### src/rtl/alu_seq_pkg.sv
// Shared definitions for the sequential ALU: funct encodings and FSM states.
package alu_pkg;

    localparam logic [5:0] F_ADDU  = 6'b001001;
    localparam logic [5:0] F_SUBU  = 6'b001010;
    localparam logic [5:0] F_AND   = 6'b010001;
    localparam logic [5:0] F_OR    = 6'b010010;
    localparam logic [5:0] F_XOR   = 6'b010011;
    localparam logic [5:0] F_SLL   = 6'b100001;
    localparam logic [5:0] F_SRL   = 6'b100010;
    localparam logic [5:0] F_SRA   = 6'b100011;
    localparam logic [5:0] F_SLTU  = 6'b101011;
    localparam logic [5:0] F_MULTU = 6'b011001;
    localparam logic [5:0] F_MFHI  = 6'b010000;
    localparam logic [5:0] F_MFLO  = 6'b010100;

    typedef enum logic {
        IDLE = 1'b0,
        MUL  = 1'b1
    } state_t;

endpackage

### src/rtl/alu_seq_if.sv
// Operand/result handshake bundle between the register-read stage, the ALU and writeback.
interface alu_seq_if #(
    parameter int WIDTH = 32
) ();
    localparam int SHAMT_W = $clog2(WIDTH);

    logic               in_valid;
    logic               in_ready;
    logic [WIDTH-1:0]   src_data;
    logic [WIDTH-1:0]   tar_data;
    logic [SHAMT_W-1:0] shamt;
    logic [5:0]         funct;
    logic               out_valid;
    logic               out_ready;
    logic [WIDTH-1:0]   data_out;
    logic               busy;

    // Pipeline side that issues operations and consumes results.
    modport master (
        output in_valid, src_data, tar_data, shamt, funct, out_ready,
        input  in_ready, out_valid, data_out, busy
    );

    // ALU side.
    modport slave (
        input  in_valid, src_data, tar_data, shamt, funct, out_ready,
        output in_ready, out_valid, data_out, busy
    );
endinterface

### src/rtl/alu_seq_mul_iter.sv
// Iterative unsigned shift-add multiplier retiring MUL_BITS multiplier bits per cycle.
// o_done pulses during the final iteration cycle, with o_product already showing the
// completed product so the caller can capture it at that same edge.
module mul_iter #(
    parameter int WIDTH    = 32,
    parameter int MUL_BITS = 1
) (
    input  logic                 clk,
    input  logic                 rst_n,
    input  logic                 i_start,
    input  logic [WIDTH-1:0]     i_a,
    input  logic [WIDTH-1:0]     i_b,
    output logic                 o_done,
    output logic [2*WIDTH-1:0]   o_product
);
    localparam int N_ITER = WIDTH / MUL_BITS;
    localparam int CNT_W  = $clog2(N_ITER + 1);

    logic                      r_active;
    logic [CNT_W-1:0]          r_cnt;
    logic [WIDTH-1:0]          r_mcand;
    // Upper half accumulates partial sums; lower half starts as the multiplier and is
    // shifted out MUL_BITS at a time as the product shifts in.
    logic [2*WIDTH-1:0]        r_prod;
    logic [WIDTH+MUL_BITS-1:0] w_partial;
    logic [WIDTH+MUL_BITS-1:0] w_upper;
    logic [2*WIDTH-1:0]        w_next_prod;
    logic                      w_last;

    assign w_partial   = {{MUL_BITS{1'b0}}, r_mcand}
                       * {{WIDTH{1'b0}}, r_prod[MUL_BITS-1:0]};
    assign w_upper     = {{MUL_BITS{1'b0}}, r_prod[2*WIDTH-1:WIDTH]} + w_partial;
    assign w_next_prod = {w_upper, r_prod[WIDTH-1:MUL_BITS]};
    assign w_last      = r_active && (r_cnt == CNT_W'(N_ITER - 1));

    assign o_done    = w_last;
    assign o_product = w_next_prod;

    // Load operands on start, then one shift-add step per cycle until the count expires.
    always_ff @(posedge clk or negedge rst_n) begin
        if (!rst_n) begin
            // NOTE: sequential state uses non-blocking assignments so every register
            // samples pre-edge values regardless of statement order.
            r_active <= 1'b0;
            r_cnt    <= '0;
            r_mcand  <= '0;
            r_prod   <= '0;
        end else if (i_start) begin
            r_active <= 1'b1;
            r_cnt    <= '0;
            r_mcand  <= i_a;
            r_prod   <= {{WIDTH{1'b0}}, i_b};
        end else if (r_active) begin
            r_prod <= w_next_prod;
            if (w_last) begin
                r_active <= 1'b0;
                r_cnt    <= '0;
            end else begin
                r_cnt <= r_cnt + 1'b1;
            end
        end
    end
endmodule

### src/rtl/alu_seq.sv
// Multi-cycle ALU: single-cycle ops complete with latency 1; MULTU runs on mul_iter
// and updates HI/LO. Results are held under back-pressure until out_ready.
module alu_seq
    import alu_pkg::*;
#(
    parameter int WIDTH    = 32,
    parameter int MUL_BITS = 1
) (
    input logic      clk,
    input logic      rst_n,
    alu_seq_if.slave bus
);
    state_t             r_state;
    state_t             w_next_state;
    logic [WIDTH-1:0]   r_hi;
    logic [WIDTH-1:0]   r_lo;
    logic [WIDTH-1:0]   r_data_out;
    logic               r_out_valid;
    logic               w_accept;
    logic               w_start;
    logic               w_mul_done;
    logic [2*WIDTH-1:0] w_product;
    logic [WIDTH-1:0]   w_result;

    assign w_accept = bus.in_valid && bus.in_ready;
    assign w_start  = w_accept && (bus.funct == F_MULTU);

    mul_iter #(
        .WIDTH    (WIDTH),
        .MUL_BITS (MUL_BITS)
    ) u_mul (
        .clk       (clk),
        .rst_n     (rst_n),
        .i_start   (w_start),
        .i_a       (bus.src_data),
        .i_b       (bus.tar_data),
        .o_done    (w_mul_done),
        .o_product (w_product)
    );

    // State register.
    always_ff @(posedge clk or negedge rst_n) begin
        if (!rst_n) r_state <= IDLE;
        else        r_state <= w_next_state;
    end

    // Next state: enter MUL on a MULTU accept, leave when the multiplier finishes.
    always_comb begin
        // NOTE: default assignment first so no path through the case leaves the
        // signal unassigned and infers a latch.
        w_next_state = r_state;
        case (r_state)
            IDLE: if (w_start)    w_next_state = MUL;
            MUL:  if (w_mul_done) w_next_state = IDLE;
            default:              w_next_state = IDLE;
        endcase
    end

    // FSM outputs: accept only when idle and the output slot is free or draining.
    always_comb begin
        bus.in_ready  = (r_state == IDLE) && (!r_out_valid || bus.out_ready);
        bus.busy      = (r_state == MUL);
        bus.out_valid = r_out_valid;
        bus.data_out  = r_data_out;
    end

    // Single-cycle result selection; unknown codes yield zero.
    always_comb begin
        w_result = '0;
        case (bus.funct)
            F_ADDU: w_result = bus.src_data + bus.tar_data;
            F_SUBU: w_result = bus.src_data - bus.tar_data;
            F_AND:  w_result = bus.src_data & bus.tar_data;
            F_OR:   w_result = bus.src_data | bus.tar_data;
            F_XOR:  w_result = bus.src_data ^ bus.tar_data;
            F_SLL:  w_result = bus.src_data << bus.shamt;
            F_SRL:  w_result = bus.src_data >> bus.shamt;
            F_SRA:  w_result = $unsigned($signed(bus.src_data) >>> bus.shamt);
            F_SLTU: w_result = {{(WIDTH-1){1'b0}}, (bus.src_data < bus.tar_data)};
            F_MFHI: w_result = r_hi;
            F_MFLO: w_result = r_lo;
            default: w_result = '0;
        endcase
    end

    // Result/HI/LO registers: multiply completion, single-cycle accept, or drain.
    always_ff @(posedge clk or negedge rst_n) begin
        if (!rst_n) begin
            // NOTE: HI/LO are architecturally visible through MFHI/MFLO, so they are
            // reset alongside the control state rather than left undefined.
            r_hi        <= '0;
            r_lo        <= '0;
            r_data_out  <= '0;
            r_out_valid <= 1'b0;
        end else if (w_mul_done) begin
            r_hi        <= w_product[2*WIDTH-1:WIDTH];
            r_lo        <= w_product[WIDTH-1:0];
            r_data_out  <= w_product[WIDTH-1:0];
            r_out_valid <= 1'b1;
        end else if (w_accept && !w_start) begin
            r_data_out  <= w_result;
            r_out_valid <= 1'b1;
        end else if (bus.out_ready) begin
            r_out_valid <= 1'b0;
        end
    end
endmodule

### src/flat_wrapper.sv
// flat-port wrapper written by rule: the top's interface ports become plain ports
module alu_seq_flat import alu_pkg::*;
#(
    parameter int WIDTH    = 32,
    parameter int MUL_BITS = 1
)
  (clk, rst_n, bus_in_valid, bus_src_data, bus_tar_data, bus_shamt, bus_funct, bus_out_ready, bus_in_ready, bus_out_valid, bus_data_out, bus_busy);
  alu_seq_if #(.WIDTH(WIDTH)) bus_i ();
  input logic clk;
  input logic rst_n;
  input wire logic [$bits(bus_i.in_valid)-1:0] bus_in_valid;
  input wire logic [$bits(bus_i.src_data)-1:0] bus_src_data;
  input wire logic [$bits(bus_i.tar_data)-1:0] bus_tar_data;
  input wire logic [$bits(bus_i.shamt)-1:0] bus_shamt;
  input wire logic [$bits(bus_i.funct)-1:0] bus_funct;
  input wire logic [$bits(bus_i.out_ready)-1:0] bus_out_ready;
  output wire logic [$bits(bus_i.in_ready)-1:0] bus_in_ready;
  output wire logic [$bits(bus_i.out_valid)-1:0] bus_out_valid;
  output wire logic [$bits(bus_i.data_out)-1:0] bus_data_out;
  output wire logic [$bits(bus_i.busy)-1:0] bus_busy;
  assign bus_i.in_valid = bus_in_valid;
  assign bus_i.src_data = bus_src_data;
  assign bus_i.tar_data = bus_tar_data;
  assign bus_i.shamt = bus_shamt;
  assign bus_i.funct = bus_funct;
  assign bus_i.out_ready = bus_out_ready;
  assign bus_in_ready = bus_i.in_ready;
  assign bus_out_valid = bus_i.out_valid;
  assign bus_data_out = bus_i.data_out;
  assign bus_busy = bus_i.busy;
  alu_seq #(.WIDTH(WIDTH), .MUL_BITS(MUL_BITS)) u_core (.clk(clk), .rst_n(rst_n), .bus(bus_i));
endmodule
### config.mk
export PLATFORM = sky130hd
export DESIGN_NAME = alu_seq_flat
export DESIGN_NICKNAME = d
export VERILOG_FILES = /design/src/rtl/alu_seq_pkg.sv /design/src/rtl/alu_seq_if.sv /design/src/rtl/alu_seq_mul_iter.sv /design/src/rtl/alu_seq.sv /design/src/flat_wrapper.sv
export SDC_FILE = /design/constraint.sdc
export NUM_CORES = 1
export LEC_CHECK = 0
export CAP_MARGIN = 20
export CORE_ASPECT_RATIO = 1.4
export CORE_MARGIN = 5
export CORE_UTILIZATION = 48
export DETAILED_ROUTE_END_ITERATION = 12
export HOLD_SLACK_MARGIN = 0.1
export PLACE_DENSITY = 0.67
export REMOVE_ABC_BUFFERS = 1
export SETUP_SLACK_MARGIN = 0.05
export SYNTH_ARGS = -nofsm -noshare
export SYNTH_HDL_FRONTEND = slang
export SYNTH_SLANG_ARGS = --single-unit
### constraint.sdc
create_clock -name clk -period 3.9 [get_ports clk]
set_input_delay 0.78 -clock clk [delete_from_list [all_inputs] [get_ports clk]]
set_output_delay 0.78 -clock clk [all_outputs]
set_load 0.03 [all_outputs]
### Layout detail

Bar = 10 µm. Window x 74 to 104, y 108 to 138 µm. Cells in grey, sequential cells in the stronger grey; small squares are vias.
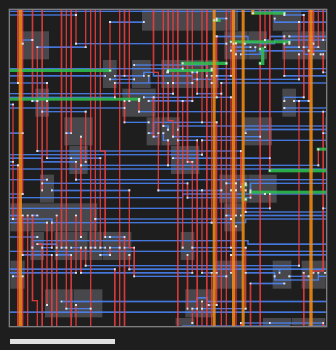
legend:
  metal 2:
    colour: red
  metal 4:
    colour: orange
  metal 3:
    colour: green
  metal 1:
    colour: blue
sequential cells in the window: 0
most frequent: buf_4 (10), nor2_1 (6), nand2_1 (5)
cells with their middle in the window: 38

### Clock nets

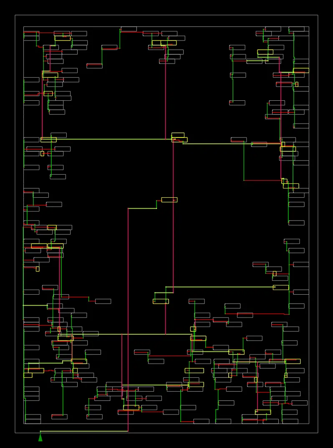
Latency at later pin: 0.57 ns
CLK BUF: 30
CTS Buf Count: 23
flop count: 201
CTS sink count: 201

==> CHANGELOG.md <==
### Changed

* Status: completed
* Top cell excl fill/tap: buf_4
* Setup TNS at 0 ns
* Clk_skew at ~0.03 ns
* DR DRC count at 0
* Routed WL at 80600 µm
* Area growth syn-to-layout at 27.6%
* Crit Path Max Fanout at 2
* Global Route Usage Sum at 0.359
* Crit path DRT at between 4 and 5 ns
* Fin worst setup slack at roughly 0.17 ns
* Simple share at 0.170
* Max Clock Freq at about 0.27 GHz
* CTS H-tree lvls at 1
* Post-synth cell types at ~94
* Clk root buf: clkbuf_16
* Register Area at between 0.005 and 0.006 mm²
* Yosys top cell by area: dfrtp_1
* Mux area share at 0.139
* Final ANT Viol Nets at 0
* Crit path buf inv count at 2
* Worst r2r src: u_core.u_mul.r_prod[0]
* Core Density at Floorplan at 0.486
* Port Buffer Count at around 110
* Number of flip-flops in the largest register at 64
* Critical path's top delay family: AND-OR/OR-AND gates
* XORs/XNORs by Area at 0.0160
* Hold-fix buffers, CTS at 0
* Setup bufs post-CTS at 0
* Worst reg2reg path endpoint: u_core.u_mul.r_prod[62]
* Chip Area, Yosys at between 0.015 and 0.02 mm²
* GP Congestion at between 1 and 1.5
* CTS tree: yes
* Final max-slew violation count at 0
* Flip-flops with a built-in enable at 0
* Cts repair resizes at 11
### M1 wires

Supply wires on this layer in grey.
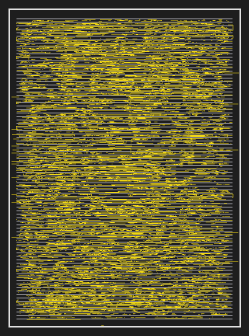
wire length on this layer: 30.5 mm
nets with wire on the layer: 2694
longest straight run: 70.6 µm

### Signal wires by layer

Two of the layers only.
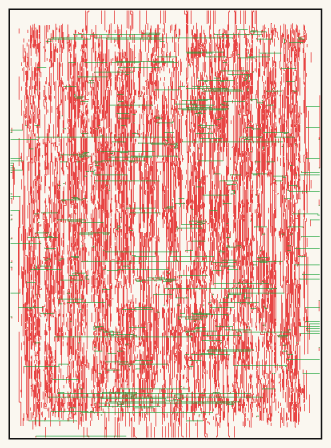
legend:
  metal 2:
    colour: red
    wire_length: 40.1 mm
  metal 3:
    colour: green
    wire_length: 4260 µm

[power by group]
part	total (mW)	switching (mW)	internal, mW
registers	3.54	0.643	2.90
clock network	2.22	0.983	1.24
logic	5.43	3.03	2.40
total	11.2	4.66	6.54
[per-layer routing]
| layer | global-route usage | up-vias | share of wire |
|---|---|---|---|
| met5 | 0 | - | 0 |
| met4 | 0.221 | 0 | 0.072 |
| met3 | 0.0450 | 260 | 0.053 |
| met2 | 0.626 | 774 | 0.50 |
| met1 | 0.415 | 9855 | 0.38 |
| li1 | - | 9174 | - |
[area by class of cell]
type | count | area share
timing repair buffer | 514 | 0.177
tap | 528 | 0.0271
inverter | 136 | 0.0209
multi-input combinational | 1822 | 0.538
sequential | 201 | 0.206
clock inverter | 11 | 0.00431
clock buffer | 30 | 0.0263
